[config.mk]
export PLATFORM = sky130hd
export DESIGN_NAME = fetch_sequencer_flat
export DESIGN_NICKNAME = d
export VERILOG_FILES = /design/src/rtl/fetch_sequencer_if.sv /design/src/rtl/fetch_sequencer.sv /design/src/flat_wrapper.sv
export SDC_FILE = /design/constraint.sdc
export NUM_CORES = 1
export LEC_CHECK = 0
export ABC_AREA = 1
export CAP_MARGIN = 15
export CORE_UTILIZATION = 52
export CTS_CLUSTER_SIZE = 16
export DETAILED_ROUTE_END_ITERATION = 12
export GPL_TIMING_DRIVEN = 1
export PLACE_DENSITY = 0.79
export SLEW_MARGIN = 15
export SYNTH_ARGS = -nofsm -noshare
export SYNTH_HDL_FRONTEND = slang
export SYNTH_SLANG_ARGS = --single-unit
[constraint.sdc]
create_clock -name clock -period 3.6 [get_ports clock]
set_input_delay 0.36 -clock clock [delete_from_list [all_inputs] [get_ports clock]]
set_output_delay 0.36 -clock clock [all_outputs]
set_load 0.1 [all_outputs]
[src/rtl/fetch_sequencer_if.sv]
// Control/status bundle between an instruction decoder (master) and the
// fetch sequencer (slave).
interface fetch_sequencer_if #(
    parameter int PC_WIDTH  = 8,
    parameter int CNT_WIDTH = 17
);
    logic                 stall;
    logic                 branch_ctrl;
    logic [PC_WIDTH-1:0]  branch_offset;
    logic                 jump_ctrl;
    logic                 call_ctrl;
    logic                 ret_ctrl;
    logic [PC_WIDTH-1:0]  jump_target;
    logic                 done_ctrl;
    logic [PC_WIDTH-1:0]  instruction_number;
    logic                 halted;
    logic [CNT_WIDTH-1:0] cycle_counter;
    logic [CNT_WIDTH-1:0] instr_counter;
    logic                 ras_overflow;
    logic                 ras_underflow;

    modport master (
        output stall, branch_ctrl, branch_offset, jump_ctrl, call_ctrl,
               ret_ctrl, jump_target, done_ctrl,
        input  instruction_number, halted, cycle_counter, instr_counter,
               ras_overflow, ras_underflow
    );

    modport slave (
        input  stall, branch_ctrl, branch_offset, jump_ctrl, call_ctrl,
               ret_ctrl, jump_target, done_ctrl,
        output instruction_number, halted, cycle_counter, instr_counter,
               ras_overflow, ras_underflow
    );
endinterface

[src/rtl/fetch_sequencer.sv]
// Instruction fetch sequencer: PC with branch/jump/call/ret, a return-address
// stack, a latched halt state and saturating performance counters.
module fetch_sequencer #(
    parameter int                  PC_WIDTH  = 8,
    parameter int                  CNT_WIDTH = 17,
    parameter int                  RAS_DEPTH = 4,
    parameter logic [PC_WIDTH-1:0] RESET_PC  = '0
) (
    input logic              clock,
    input logic              reset,
    fetch_sequencer_if.slave bus
);
    localparam int PTR_W = $clog2(RAS_DEPTH + 1);
    localparam int IDX_W = (RAS_DEPTH > 1) ? $clog2(RAS_DEPTH) : 1;
    localparam int SLOTS = 2 ** IDX_W;

    localparam logic [PC_WIDTH-1:0]  PC_ONE  = 1;
    localparam logic [CNT_WIDTH-1:0] CNT_ONE = 1;
    localparam logic [PTR_W-1:0]     PTR_ONE = 1;
    localparam logic [PTR_W-1:0]     PTR_FULL = PTR_W'(RAS_DEPTH);

    typedef enum logic {RUN, HALTED} state_t;

    state_t               state, state_next;
    logic [PC_WIDTH-1:0]  pc, pc_next;
    logic [CNT_WIDTH-1:0] cycle_cnt, instr_cnt;
    logic                 ovf_flag, unf_flag;
    logic [PC_WIDTH-1:0]  ras_mem [SLOTS];
    logic [PTR_W-1:0]     ras_ptr, ptr_dec;
    logic [IDX_W-1:0]     top_idx, push_idx;
    logic                 ras_full, ras_empty;
    logic                 push, pop, ovf_set, unf_set, retire;

    assign ras_full  = (ras_ptr == PTR_FULL);
    assign ras_empty = (ras_ptr == '0);
    assign ptr_dec   = ras_ptr - PTR_ONE;
    assign top_idx   = ptr_dec[IDX_W-1:0];
    assign push_idx  = ras_ptr[IDX_W-1:0];

    // NOTE: sequential state uses non-blocking assignments so every register
    // samples pre-edge values regardless of process ordering.
    always_ff @(posedge clock) begin
        if (reset) begin
            state     <= RUN;
            pc        <= RESET_PC;
            ras_ptr   <= '0;
            cycle_cnt <= '0;
            instr_cnt <= '0;
            ovf_flag  <= 1'b0;
            unf_flag  <= 1'b0;
        end else begin
            state <= state_next;
            pc    <= pc_next;
            if (push)
                ras_ptr <= ras_ptr + PTR_ONE;
            else if (pop)
                ras_ptr <= ptr_dec;
            if (state == RUN && cycle_cnt != '1)
                cycle_cnt <= cycle_cnt + CNT_ONE;
            if (retire && instr_cnt != '1)
                instr_cnt <= instr_cnt + CNT_ONE;
            if (ovf_set) ovf_flag <= 1'b1;
            if (unf_set) unf_flag <= 1'b1;
        end
    end

    // NOTE: stack storage has no reset; an entry is only read after a push
    // wrote it, so clearing it would add reset fan-out for nothing.
    always_ff @(posedge clock) begin
        if (push && !reset)
            ras_mem[push_idx] <= pc + PC_ONE;
    end

    // NOTE: every output of this block gets a default first, so no path
    // leaves a value unassigned and no latch is inferred.
    always_comb begin
        state_next = state;
        pc_next    = pc;
        push       = 1'b0;
        pop        = 1'b0;
        ovf_set    = 1'b0;
        unf_set    = 1'b0;
        retire     = 1'b0;
        if (state == RUN && !bus.stall) begin
            retire = 1'b1;
            if (bus.done_ctrl) begin
                state_next = HALTED;
            end else if (bus.branch_ctrl) begin
                // Same-width add is the sign-extended add modulo 2^PC_WIDTH.
                pc_next = pc + bus.branch_offset;
            end else if (bus.jump_ctrl) begin
                pc_next = bus.jump_target;
            end else if (bus.call_ctrl) begin
                pc_next = bus.jump_target;
                if (ras_full) ovf_set = 1'b1;
                else          push    = 1'b1;
            end else if (bus.ret_ctrl) begin
                if (ras_empty) begin
                    pc_next = pc + PC_ONE;
                    unf_set = 1'b1;
                end else begin
                    pc_next = ras_mem[top_idx];
                    pop     = 1'b1;
                end
            end else begin
                pc_next = pc + PC_ONE;
            end
        end
    end

    always_comb begin
        bus.instruction_number = pc;
        bus.halted             = (state == HALTED);
        bus.cycle_counter      = cycle_cnt;
        bus.instr_counter      = instr_cnt;
        bus.ras_overflow       = ovf_flag;
        bus.ras_underflow      = unf_flag;
    end
endmodule

[src/flat_wrapper.sv]
// flat-port wrapper written by rule: the top's interface ports become plain ports
module fetch_sequencer_flat 
#(
    parameter int                  PC_WIDTH  = 8,
    parameter int                  CNT_WIDTH = 17,
    parameter int                  RAS_DEPTH = 4,
    parameter logic [PC_WIDTH-1:0] RESET_PC  = '0
)
  (clock, reset, bus_stall, bus_branch_ctrl, bus_branch_offset, bus_jump_ctrl, bus_call_ctrl, bus_ret_ctrl, bus_jump_target, bus_done_ctrl, bus_instruction_number, bus_halted, bus_cycle_counter, bus_instr_counter, bus_ras_overflow, bus_ras_underflow);
  fetch_sequencer_if #(.PC_WIDTH(PC_WIDTH), .CNT_WIDTH(CNT_WIDTH)) bus_i ();
  input logic clock;
  input logic reset;
  input wire logic [$bits(bus_i.stall)-1:0] bus_stall;
  input wire logic [$bits(bus_i.branch_ctrl)-1:0] bus_branch_ctrl;
  input wire logic [$bits(bus_i.branch_offset)-1:0] bus_branch_offset;
  input wire logic [$bits(bus_i.jump_ctrl)-1:0] bus_jump_ctrl;
  input wire logic [$bits(bus_i.call_ctrl)-1:0] bus_call_ctrl;
  input wire logic [$bits(bus_i.ret_ctrl)-1:0] bus_ret_ctrl;
  input wire logic [$bits(bus_i.jump_target)-1:0] bus_jump_target;
  input wire logic [$bits(bus_i.done_ctrl)-1:0] bus_done_ctrl;
  output wire logic [$bits(bus_i.instruction_number)-1:0] bus_instruction_number;
  output wire logic [$bits(bus_i.halted)-1:0] bus_halted;
  output wire logic [$bits(bus_i.cycle_counter)-1:0] bus_cycle_counter;
  output wire logic [$bits(bus_i.instr_counter)-1:0] bus_instr_counter;
  output wire logic [$bits(bus_i.ras_overflow)-1:0] bus_ras_overflow;
  output wire logic [$bits(bus_i.ras_underflow)-1:0] bus_ras_underflow;
  assign bus_i.stall = bus_stall;
  assign bus_i.branch_ctrl = bus_branch_ctrl;
  assign bus_i.branch_offset = bus_branch_offset;
  assign bus_i.jump_ctrl = bus_jump_ctrl;
  assign bus_i.call_ctrl = bus_call_ctrl;
  assign bus_i.ret_ctrl = bus_ret_ctrl;
  assign bus_i.jump_target = bus_jump_target;
  assign bus_i.done_ctrl = bus_done_ctrl;
  assign bus_instruction_number = bus_i.instruction_number;
  assign bus_halted = bus_i.halted;
  assign bus_cycle_counter = bus_i.cycle_counter;
  assign bus_instr_counter = bus_i.instr_counter;
  assign bus_ras_overflow = bus_i.ras_overflow;
  assign bus_ras_underflow = bus_i.ras_underflow;
  fetch_sequencer #(.PC_WIDTH(PC_WIDTH), .CNT_WIDTH(CNT_WIDTH), .RAS_DEPTH(RAS_DEPTH), .RESET_PC(RESET_PC)) u_core (.clock(clock), .reset(reset), .bus(bus_i));
endmodule
==> flow_summary.json <==
{
  "clock-sinks": 80,
  "clock_path_buffers": 2,
  "fmax_mhz": 413,
  "seqPwrFrac_pct": 48.9,
  "clock_skew_ns": 0.0118,
  "chip_area_um2": 8790,
  "required_ns": 3.59,
  "rsz0062_at_grt": "false",
  "grt_pass1_wl_um": 16600,
  "hold_depth": 2,
  "io_pins": 69,
  "min_to": "u_core.bus.instr_counter[14]$_SDFFE_PP0P_",
  "final.period_utilization_pct": 67.2,
  "ys_async_sr_fraction_pct": 0,
  "syn_area_per_cell_um2": 7.49,
  "yosysCellCount": 584,
  "internal_power_mw": 1.39,
  "maxSlewHeadroom_pct": 32.6,
  "fp_util_pct": 53.5,
  "r2r_end": "u_core.ras_mem[3][6]$_DFFE_PP_",
  "placedInstanceArea_um2": 5170,
  "netlist_area_um2": 4380,
  "overflow": 0,
  "top_area_share_pct": 22.0,
  "place.port_buffers": 68,
  "worst_ep_arrival_time_ns": 2.41,
  "crit_chain": "clkdlybuf4s50_1 -> inv_1 -> nand2_1 -> nor2_2 -> nand2_2 -> nor3_4 -> nand3_1 -> nor2_1",
  "drv_slew": 0,
  "min-delay-start": "u_core.bus.instr_counter[14]$_SDFFE_PP0P_",
  "cts-root-buf": "clkbuf_8",
  "netSwitchingFraction_pct": 30.7,
  "peakVddDrop_uv": 232,
  "drive_above_1_share_pct": 5.75,
  "num_antenna_cells": 0,
  "die_y_um": 93.7,
  "edf_count": 32,
  "ys.flop_type": "dfxtp_1",
  "grtUsageTotal_pct": 24.2,
  "cts_made_buffers": 9,
  "reg2regPathDepth": 7,
  "fp_nets": 626,
  "leakage_nw": 2.09,
  "cts-htree-levels": 3,
  "placed_cells_incl_taps": 750,
  "crit_end": "u_core.ras_mem[3][6]$_DFFE_PP_",
  "switchingPower_uw": 615,
  "worst_pin_slew_ns": 1.01,
  "ant_nets": 0,
  "finalNonFillerCells": 766,
  "crit_slowest_cell": "nor2_1",
  "final.setup.tns_ns": 0,
  "cp-end-kind": "flip-flop",
  "cts_tree": "done",
  "status": "complete, no violations",
  "hold_buffers": 0,
  "power.density_nw_per_um2": 373,
  "cts_setup_buffers": 0,
  "fin_crit_ns": 2.42,
  "r2r_slack_ns": 1.26,
  "core_area_um2": 8180,
  "first_iter_violations": 171,
  "die_w_um": 93.7,
  "cts_resized": 0,
  "numSynthFlops": 80,
  "path_clk_slew_ns": 0.09,
  "ys_area_um2": 4380,
  "fp-row-count": 33,
  "timing.critical_path.slowest_cell_delay_ns": 0.55,
  "cp-startpoint": "bus_stall",
  "dr.pass1.iters": 5,
  "hold_class": "flip-flop to flip-flop",
  "area_delta_synth_final_pct": 22.9,
  "netlist_top_cells_area": "dfxtp_1 22%, edfxtp_1 22%, nand2_1 12%, inv_1 6.1%, nor2_1 6.1%",
  "dpl.hpwl_um": 7450,
  "p_clk_share_pct": 35.1,
  "grt_max_degree": 30,
  "fin_area_um2": 5380,
  "fill_cells": 694,
  "warnings": 30,
  "hold_viol": 0,
  "grt_pass1_vias": 3789,
  "drc": 0,
  "cap_violations": 0,
  "clk_latency_ns": 0.36,
  "vias_per_cell": 5.27,
  "worstPathMaxFanout": 12,
  "rr_startpoint": "u_core.bus.halted$_SDFFE_PP0P_",
  "synth.distinct_cells": 37,
  "gp_congestion": 0.881,
  "synth_top_cell_by_count": "nand2_1",
  "top_area_cell": "dfxtp_1",
  "setup_viol_count_final": 0,
  "path_class": "primary input to flip-flop",
  "p_comb_share_pct": 16.0,
  "final_util_pct": 65.8,
  "syn_inst": 584,
  "nets": 698,
  "top_cells_by_count": "142 x nand2_1, 71 x inv_1, 71 x nor2_1, 48 x dfxtp_1, 47 x nand3_1",
  "antenna_found_initial": 0,
  "cp-start-kind": "primary input",
  "yosysSeqAreaShare_pct": 43.9,
  "ys_warn_count": 0
}
-- metrics by stage --
stage	hold slack, ns	power (mW)	setup WS (ns)
2_1_floorplan	0.502	1.22	0.866
3_3_place_gp	0.474	1.31	0.833
3_5_place_dp	0.477	1.32	0.791
4_1_cts	0.489	2.01	1.16
5_1_grt	0.518	2.08	0.928
6_report	0.488	2.01	1.18
-- logic make-up (layout without fill, tap and decap cells) --
| family | after synthesis | in the layout | share of synthesized area [%] |
|---|---|---|---|
| fa+ha+maj | 18 | 18 | 5.32 |
| buf+inv | 85 | 162 | 7.46 |
| simple gates | 310 | 310 | 31.8 |
| compound gates | 82 | 82 | 9.67 |
| xor+xnor | 9 | 9 | 1.80 |
| flops | 80 | 80 | 43.9 |
-- power groups by stage --
| stage | sequential [mW] | combinational, mW | clock, mW |
|---|---|---|---|
| 3_5_place_dp | 1.00 | 0.319 | 0 |
| 3_3_place_gp | 1.00 | 0.314 | 0 |
| 2_1_floorplan | 1.10 | 0.123 | 0 |
| 4_1_cts | 0.980 | 0.321 | 0.710 |
| 6_report | 0.980 | 0.321 | 0.705 |
| 5_1_grt | 0.983 | 0.346 | 0.754 |
-- critical path, delay by kind of cell --
kind / cells / cell delay [ns]
simple gates: 6 / 1.52
buf+inv: 2 / 0.53
-- state kept, by name (all words and copies together), names as in the netlist --
| register | cells |
|---|---|
| u_core.ras_mem | 32 |
| u_core.bus.cycle_counter | 17 |
| u_core.bus.instr_counter | 17 |
| u_core.bus.instruction_number | 8 |
| u_core.ras_ptr | 3 |
| u_core.bus.halted | 1 |
| u_core.bus.ras_overflow | 1 |
| u_core.bus.ras_underflow | 1 |
-- layout by cell type, fill, tap and decap left out, types with 2 or more instances in the layout --
cell and count:
a21oi_1 42, a31oi_1 2, and3_1 4, buf_4 4, clkbuf_8 9, clkdlybuf4s50_1 68
clkinvlp_4 2, dfxtp_1 48, edfxtp_1 32, ha_1 17, inv_1 71, inv_2 3
inv_6 2, inv_8 2, nand2_1 142, nand3_1 47, nand4_1 14, nor2_1 71
nor2_2 5, nor2_4 3, nor3_1 12, nor3_4 2, nor3b_1 2, o21ai_0 32
o21ai_1 2, xnor2_1 3, xor2_1 6
-- per-layer routing --
| metal | global-route usage (%) | vias up | part of all wire (%) | routed length, µm |
|---|---|---|---|---|
| met3 | 6.47 | 22 | 7.2 | 736 |
| met4 | 10.5 | 0 | 2.0 | 206 |
| met5 | 0 | - | 0 | 0 |
| met1 | 29.6 | 1822 | 43 | 4380 |
| li1 | - | 2060 | - | - |
| met2 | 39.8 | 132 | 48 | 4860 |
-- layout make-up --
class,instances,area [µm²],share of cell area [%]
repair buffers,72,711,13.2
multi-input cells,419,2130,39.6
clock inverters,7,85.1,1.58
flip-flops and latches,80,1920,35.7
well taps,105,131,2.44
clock buffers,9,124,2.30
inverters,74,278,5.17
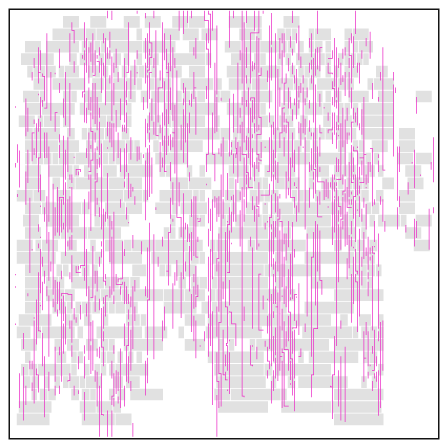
(the metal 2 layer)
share of all routed wire: 48%
wire length on this layer: 4860 µm
DRT Wirelength: 10200 µm
GR Layer Usage met2: 39.8%
via count: 4036

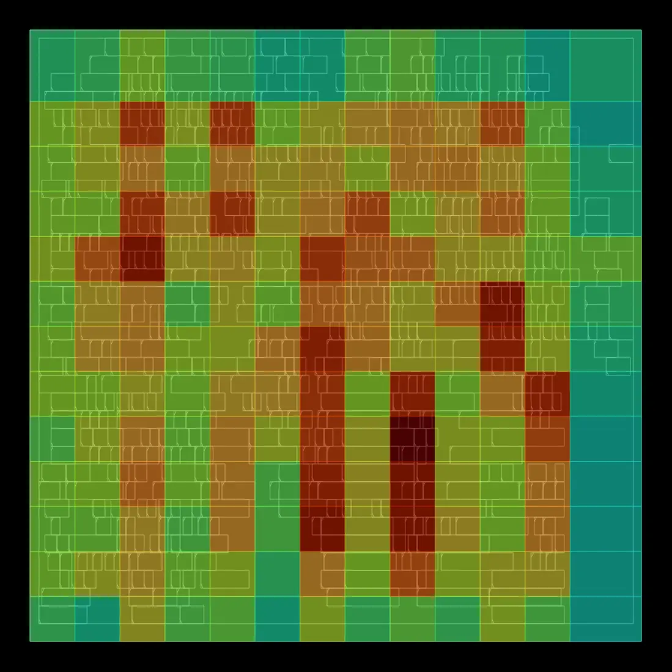
(track usage over the die)
DR WL/cell: 13.3 µm
global routing usage on met1: 29.6%

Power and IR drop assume default switching activity.
